Fig. 1: metal 1
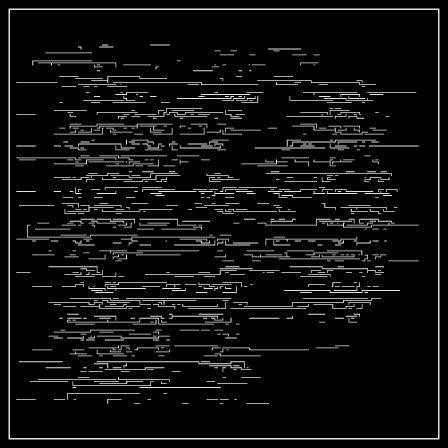
Fig. 2: met2 routing
The bar under the picture is 20 microns long. Cells faint in the background.
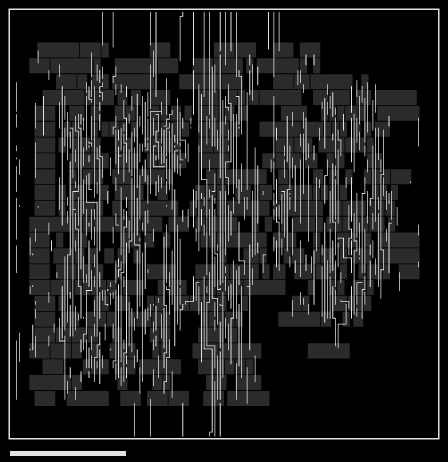
Fig. 3: M3 wires
The bar under the picture is 20 microns long.
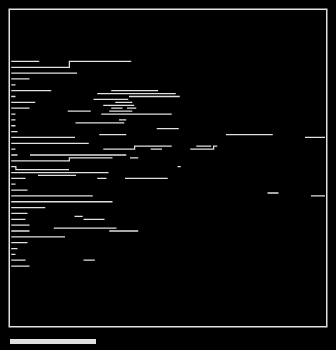
`config.mk`:
```
export PLATFORM = sky130hd
export DESIGN_NAME = tetris_disp_ctrl_flat
export DESIGN_NICKNAME = d
export VERILOG_FILES = /design/src/rtl/tetris_disp_ctrl_if.sv /design/src/rtl/tetris_disp_ctrl.sv /design/src/flat_wrapper.sv
export SDC_FILE = /design/constraint.sdc
export NUM_CORES = 1
export LEC_CHECK = 0
export ABC_AREA = 1
export CAP_MARGIN = 20
export CORE_MARGIN = 3
export CORE_UTILIZATION = 45
export CTS_CLUSTER_DIAMETER = 30
export DETAILED_ROUTE_END_ITERATION = 12
export GPL_ROUTABILITY_DRIVEN = 1
export GPL_TIMING_DRIVEN = 1
export PLACE_DENSITY = 0.81
export RECOVER_POWER = 50
export REMOVE_ABC_BUFFERS = 1
export SLEW_MARGIN = 20
export SYNTH_ARGS = -nofsm -noshare
export SYNTH_HDL_FRONTEND = slang
export SYNTH_SLANG_ARGS = --single-unit
```
`constraint.sdc`:
```
create_clock -name clk -period 5.82 [get_ports clk]
set_clock_uncertainty 0.15 [all_clocks]
set_input_delay 1.164 -clock clk [delete_from_list [all_inputs] [get_ports clk]]
set_output_delay 1.164 -clock clk [all_outputs]
set_load 0.05 [all_outputs]
```
`src/rtl/tetris_disp_ctrl_if.sv`:
```
// ---------------------------------------------------------------------------
// tetris_disp_ctrl_if
//   Bundle between the game core and the score display controller.
//   master : game core side. It drives the timebase, the live values,
//            hold and event requests, and it receives num/src/event_ack.
//   slave  : display controller side.
//   Signals:
//     tick       1  one-cycle timebase strobe
//     score      13 live score (source 0)
//     lines      13 live cleared-lines count (source 1)
//     level      13 live level (source 2)
//     hold       1  freezes rotation while high
//     event_req  1  one-cycle request to show event_val
//     event_val  13 event value, sampled with event_req
//     event_ack  1  one-cycle acknowledge, the cycle after event_req
//     num        13 registered value for the 7-segment driver
//     src        2  displayed source: 0 score, 1 lines, 2 level, 3 event
// ---------------------------------------------------------------------------
interface tetris_disp_ctrl_if;
  logic        tick;
  logic [12:0] score;
  logic [12:0] lines;
  logic [12:0] level;
  logic        hold;
  logic        event_req;
  logic [12:0] event_val;
  logic        event_ack;
  logic [12:0] num;
  logic [1:0]  src;

  modport master (
    output tick, score, lines, level, hold, event_req, event_val,
    input  event_ack, num, src
  );

  modport slave (
    input  tick, score, lines, level, hold, event_req, event_val,
    output event_ack, num, src
  );
endinterface

```
`src/rtl/tetris_disp_ctrl.sv`:
```
// ---------------------------------------------------------------------------
// tetris_disp_ctrl
//   Rotates the display between score, lines and level. Each source stays
//   on screen for DWELL tick strobes. An event request can preempt the
//   rotation to show an event value for FLASH ticks. After that the display
//   resumes at the state it left, with a fresh dwell.
//
//   Ports:
//     clk    system clock, rising edge
//     rst_n  synchronous active-low reset
//     bus    tetris_disp_ctrl_if.slave (see interface file for signals)
//
//   Parameters:
//     DWELL  tick strobes per rotating source (>= 1)
//     FLASH  tick strobes per event display  (>= 1)
//
//   Build option:
//     TETRIS_DISP_EVENT_EN  when defined, event preemption is built in.
//                           When undefined, event_req and event_val are
//                           ignored, event_ack is tied low and src never
//                           reaches 3.
//
//   num and src change on the same edge. num is loaded from the source that
//   belongs to the state being entered, so a live input change shows up on
//   num one cycle later. The display ceiling is 9999. All sources are 13 bits
//   wide, so their maximum is 8191, and every value is already inside the
//   displayable range. No clamp stage is needed.
// ---------------------------------------------------------------------------
module tetris_disp_ctrl #(
  parameter int DWELL = 2000,
  parameter int FLASH = 1000
) (
  input  logic                     clk,
  input  logic                     rst_n,
  tetris_disp_ctrl_if.slave        bus
);

  typedef enum logic [1:0] {
    S_SCORE = 2'd0,
    S_LINES = 2'd1,
    S_LEVEL = 2'd2,
    S_EVENT = 2'd3
  } state_t;

  // Counters are sized to hold their terminal count exactly.
  localparam int DW = $clog2(DWELL + 1);

  state_t          state_q;
  logic [DW-1:0]   dwell_q;
  logic [12:0]     num_q;

  state_t          rot_next;
  logic [DW-1:0]   dwell_inc;
  logic [12:0]     val_cur;
  logic [12:0]     val_rot;
  logic            dwell_step;

  function automatic logic [12:0] pick(input state_t s,
                                       input logic [12:0] sc,
                                       input logic [12:0] ln,
                                       input logic [12:0] lv);
    case (s)
      S_LINES: return ln;
      S_LEVEL: return lv;
      default: return sc;
    endcase
  endfunction

`ifdef TETRIS_DISP_EVENT_EN
  localparam int FW = $clog2(FLASH + 1);

  state_t          ret_q;
  logic [FW-1:0]   flash_q;
  logic [12:0]     ev_val_q;
  logic            ack_q;
  logic [FW-1:0]   flash_inc;
  logic [12:0]     val_ret;
`endif

  // NOTE: every signal written here gets a default value first, so a missed branch cannot infer a latch.
  always_comb begin
    rot_next   = S_SCORE;
    dwell_inc  = dwell_q;
    dwell_step = bus.tick & ~bus.hold;

    unique case (state_q)
      S_SCORE: rot_next = S_LINES;
      S_LINES: rot_next = S_LEVEL;
      S_LEVEL: rot_next = S_SCORE;
      S_EVENT: rot_next = S_SCORE;
    endcase

    // Saturating increment. The clear-on-terminal logic below normally keeps
    // the counter from getting here, but a wrap must never happen.
    if (dwell_q != DW'(DWELL)) dwell_inc = dwell_q + 1'b1;

    val_cur = pick(state_q,  bus.score, bus.lines, bus.level);
    val_rot = pick(rot_next, bus.score, bus.lines, bus.level);
  end

`ifdef TETRIS_DISP_EVENT_EN
  always_comb begin
    flash_inc = flash_q;
    if (flash_q != FW'(FLASH)) flash_inc = flash_q + 1'b1;
    val_ret = pick(ret_q, bus.score, bus.lines, bus.level);
  end
`endif

  // The whole FSM lives in one clocked block. Its outputs (num, ack) are
  // assigned alongside the state, so they are registered with it.
  // NOTE: sequential state uses non-blocking assignments only; every register sees pre-edge values, whatever the statement order.
  always_ff @(posedge clk) begin
    // NOTE: reset is sampled on the clock edge, and every register, including the event payload, returns to a known value.
    if (!rst_n) begin
      state_q  <= S_SCORE;
      dwell_q  <= '0;
      num_q    <= '0;
`ifdef TETRIS_DISP_EVENT_EN
      ret_q    <= S_SCORE;
      flash_q  <= '0;
      ev_val_q <= '0;
      ack_q    <= 1'b0;
`endif
    end else begin
`ifdef TETRIS_DISP_EVENT_EN
      // Every request is accepted, so the ack is the request one cycle later.
      ack_q <= bus.event_req;
`endif
      unique case (state_q)
        S_EVENT: begin
`ifdef TETRIS_DISP_EVENT_EN
          if (bus.event_req) begin
            // A new event restarts the flash. The return state stays as saved.
            // A request wins over a flash expiry on the same tick.
            ev_val_q <= bus.event_val;
            flash_q  <= '0;
            num_q    <= bus.event_val;
          end else if (bus.tick && flash_inc == FW'(FLASH)) begin
            state_q <= ret_q;
            flash_q <= '0;
            dwell_q <= '0;
            num_q   <= val_ret;
          end else begin
            if (bus.tick) flash_q <= flash_inc;
            num_q <= ev_val_q;
          end
`else
          // This state cannot be reached in this build. Recover to the start of the rotation.
          state_q <= S_SCORE;
          dwell_q <= '0;
          num_q   <= bus.score;
`endif
        end

        default: begin
`ifdef TETRIS_DISP_EVENT_EN
          // A request wins over a dwell expiry. The state saved for the
          // return is the one before rotation.
          if (bus.event_req) begin
            ret_q    <= state_q;
            state_q  <= S_EVENT;
            flash_q  <= '0;
            ev_val_q <= bus.event_val;
            num_q    <= bus.event_val;
          end else
`endif
          if (dwell_step && dwell_inc == DW'(DWELL)) begin
            state_q <= rot_next;
            dwell_q <= '0;
            num_q   <= val_rot;
          end else begin
            if (dwell_step) dwell_q <= dwell_inc;
            num_q <= val_cur;
          end
        end
      endcase
    end
  end

  assign bus.src = state_q;
  assign bus.num = num_q;

`ifdef TETRIS_DISP_EVENT_EN
  assign bus.event_ack = ack_q;
`else
  assign bus.event_ack = 1'b0;
  // The event inputs are part of the shared bundle but have no function in this build.
  logic unused_event;
  assign unused_event = ^{bus.event_req, bus.event_val};
`endif

endmodule

```
`src/flat_wrapper.sv`:
```
// flat-port wrapper written by rule: the top's interface ports become plain ports
module tetris_disp_ctrl_flat 
#(
  parameter int DWELL = 2000,
  parameter int FLASH = 1000
)
  (clk, rst_n, bus_tick, bus_score, bus_lines, bus_level, bus_hold, bus_event_req, bus_event_val, bus_event_ack, bus_num, bus_src);
  tetris_disp_ctrl_if bus_i ();
  input  logic clk;
  input  logic rst_n;
  input wire logic [$bits(bus_i.tick)-1:0] bus_tick;
  input wire logic [$bits(bus_i.score)-1:0] bus_score;
  input wire logic [$bits(bus_i.lines)-1:0] bus_lines;
  input wire logic [$bits(bus_i.level)-1:0] bus_level;
  input wire logic [$bits(bus_i.hold)-1:0] bus_hold;
  input wire logic [$bits(bus_i.event_req)-1:0] bus_event_req;
  input wire logic [$bits(bus_i.event_val)-1:0] bus_event_val;
  output wire logic [$bits(bus_i.event_ack)-1:0] bus_event_ack;
  output wire logic [$bits(bus_i.num)-1:0] bus_num;
  output wire logic [$bits(bus_i.src)-1:0] bus_src;
  assign bus_i.tick = bus_tick;
  assign bus_i.score = bus_score;
  assign bus_i.lines = bus_lines;
  assign bus_i.level = bus_level;
  assign bus_i.hold = bus_hold;
  assign bus_i.event_req = bus_event_req;
  assign bus_i.event_val = bus_event_val;
  assign bus_event_ack = bus_i.event_ack;
  assign bus_num = bus_i.num;
  assign bus_src = bus_i.src;
  tetris_disp_ctrl #(.DWELL(DWELL), .FLASH(FLASH)) u_core (.clk(clk), .rst_n(rst_n), .bus(bus_i));
endmodule
```
==> flow_metrics.tcl <==
# collected from the flow reports
set metrics [dict create \
    status "finished clean" \
    nets 438 \
    clk_path_buf_depth 2 \
    power_density_nw_per_um2 152 \
    combPwrFrac_pct 25.4 \
    drv_cap 0 \
    drt-initial-drc-count 168 \
    critical_path.slowest_cell "nor2_1" \
    insertion_delay_ns 0.27 \
    netSwitchingPower_uw 120 \
    common_cells "nand2_1 (80), inv_1 (33), nand3_1 (33), a21oi_1 (31)" \
    peakVddDrop_mv 0.0900 \
    top_usage_layer "met2" \
    grt_use_total_pct 21.6 \
    rr_startpoint "u_core.dwell_q[0]" \
    n_fill_cell 399 \
    coreArea_sq_um 4200 \
    hold_viol_final 0 \
    top_cell_area_share_pct 25.4 \
    r2r_slack_ns 2.25 \
    max_stage_delay_ns 0.84 \
    htreeDepth 1 \
    period_used_pct 73.2 \
    critPathCapture "u_core.dwell_q[9]" \
    worst_slack_ns 1.56 \
    p_sw_share_pct 30.0 \
    ant_nets 0 \
    p_int_uw 279 \
    cts.sinks 26 \
    crit_type "in2reg" \
    ys_seq_share_pct 25.4 \
    start_kind "input port" \
    yosys-stat-area_sq_um 2050 \
    row_count 23 \
    ff_type "dfxtp_1" \
    ys_async_sr_fraction_pct 0 \
    grt_max_degree 27 \
    fin_crit_ns 4.26 \
    grt_pass1_vias 2208 \
    fp-utilization_pct 48.8 \
    fmax_ghz 0.235 \
    yosys_cells 328 \
    syn_to_final_growth_pct 28.2 \
    finalSetupViolCount 0 \
    io_buffers 57 \
    max_slew.worst_pin.slew_ns 1.08 \
    worst_hold_startpoint "u_core.dwell_q[10]" \
    rsz0062_at_grt "false" \
    synth_cell_types 29 \
    p_clk_share_pct 26.3 \
    yosys_warnings 0 \
    worstPathArrival_ns 4.25 \
    top_area_cell "dfxtp_1" \
    hold-worst-slack_ns 0.365 \
    fp.dieW_microns 73.5 \
    fp.dieH_microns 73.5 \
    drt-pass1-iter-count 7 \
    hold_depth 2 \
    required_ns 5.81 \
    post-synth-top-count-cell "nand2_1" \
    p_leak_nw 1.08 \
    critPathBufInv 3 \
    utilization_pct 62.6 \
    cts-resized-gates 0 \
    die_area_sq_um 5400 \
    topCellsByArea "dfxtp_1 (25%), nand2_1 (15%), nand3_1 (8.1%)" \
    max_slew_margin_pct 27.8 \
    layout.cells.non_filler 422 \
    via_per_inst 5.57 \
    warning_count 44 \
    layout-drive-gt1-share_pct 5.65 \
    power_uw 399 \
    hp-class "reg2reg" \
    synth-seq-cells 26 \
    final_area_sq_um 2630 \
    wire_per_inst_microns 13.4 \
    final.setup.tns_ns 0 \
    r2r_end "u_core.dwell_q[9]" \
    ios 73 \
    antenna_found_initial 0 \
    synth_area_sq_um 2050 \
    cts_buffers 3 \
    cts-root-buf "clkbuf_8" \
    grt_pass1_wl_microns 9520 \
    syn_area_per_cell_sq_um 6.25 \
    dpl.cell_count 419 \
    slew_violations 0 \
    path_clk_slew_ns 0.09 \
    cts_tree "done" \
    drcViolationCount 0 \
    place_congestion 0.859 \
    path_cells "dlygate4sd3_1 -> inv_1 -> nor2_1 -> buf_4 -> nand3_1 -> nor2_1 -> nand2_1 -> nand2_1 -> a211oi_1" \
    pwr-share-seq_pct 48.4 \
    path_depth 9 \
    cts_hold_buf 0 \
    num_antenna_cells 0 \
    endpoint_kind "flop" \
    r2r_cells 10 \
    post_dp_cell_area_sq_um 2610 \
    cp_max_fo 18 \
    cp-startpoint "bus_tick" \
    min_to "u_core.dwell_q[10]" \
    cts_setup_buffers 0 \
    overflow 0 \
    dp_hpwl_microns 4110 \
    syn_inst 328 \
    cp_top_family "simple AND/OR/NAND/NOR gates" \
    edf_count 0 \
    detailedPlace.worstSlack_ns 2.43 \
]
About Fig. 1:
wire length on this layer: 2,310 microns
nets with wire on the layer: 381
longest straight run: 21.6 microns
share of all routed wire: 41%
GRT met1 Usage: 25.9%
vias: 2,352
Total Wirelength: 5670 microns

About Fig. 2:
wire length on this layer: 2,820 microns
share of all routed wire: 50%
longest straight run: 31.3 microns
met2 Use GR: 38.0%

About Fig. 3:
longest straight run: 23.2 microns
share of all routed wire: 8.8%
nets with wire on the layer: 63
wire length on this layer: 500 microns
main direction: horizontal
M3 GR Usage: 5.20%

-- power groups by stage --
| stage | combinational (mW) | clock, mW | sequential [mW] |
|---|---|---|---|
| after floorplan | 0.0368 | 0 | 0.213 |
| after global placement | 0.101 | 0 | 0.197 |
| after detailed placement | 0.103 | 0 | 0.197 |
| after CTS | 0.103 | 0.107 | 0.193 |
| after global routing | 0.111 | 0.114 | 0.194 |
| final | 0.101 | 0.105 | 0.193 |
-- flip-flops by register name (all words and copies together) (netlist names) --
name            cells
u_core.bus.num     13
u_core.dwell_q     11
u_core.bus.src      2
-- area by class of cell --
type                       count  area [sq um]  share of cell area [%]
inverter                      36           135                    5.14
tap                           50          62.6                    2.38
timing repair buffer          58           578                    22.0
clock buffer                   3          41.3                    1.57
sequential                    26           520                    19.8
multi-input combinational    249          1290                    49.1
-- logic make-up after synthesis --
logic type,synth area share (%)
buffers and inverters,10.6
DFF,25.4
xor gates and xnor gates,0.854
AOI/OAI and AO/OA,23.5
other,0.183
and+or+nand+nor,35.2
adders and majority gates,4.27
-- layout by cell type (no fill, tap or decap), types with 2 or more instances in the layout --
cell type,n
nand2_1,81
clkdlybuf4s50_1,41
nand3_1,34
inv_1,33
a21oi_1,31
o21ai_0,26
dfxtp_1,26
nor2_1,21
dlygate4sd3_1,16
o211ai_1,13
a211oi_1,9
ha_1,7
nand2_2,6
nand4_1,4
o21ai_1,3
nor2_2,3
clkbuf_8,3
nand3_2,2
xor2_1,2
inv_2,2
nor2_4,2
-- per-layer routing --
metal  vias up  wire, microns
met5         -              0
met4         0             40
met3         6            499
met2       100           2820
met1      1067           2310
li1       1179              -
No activity file was given, so power comes from the tool's default toggle rates.
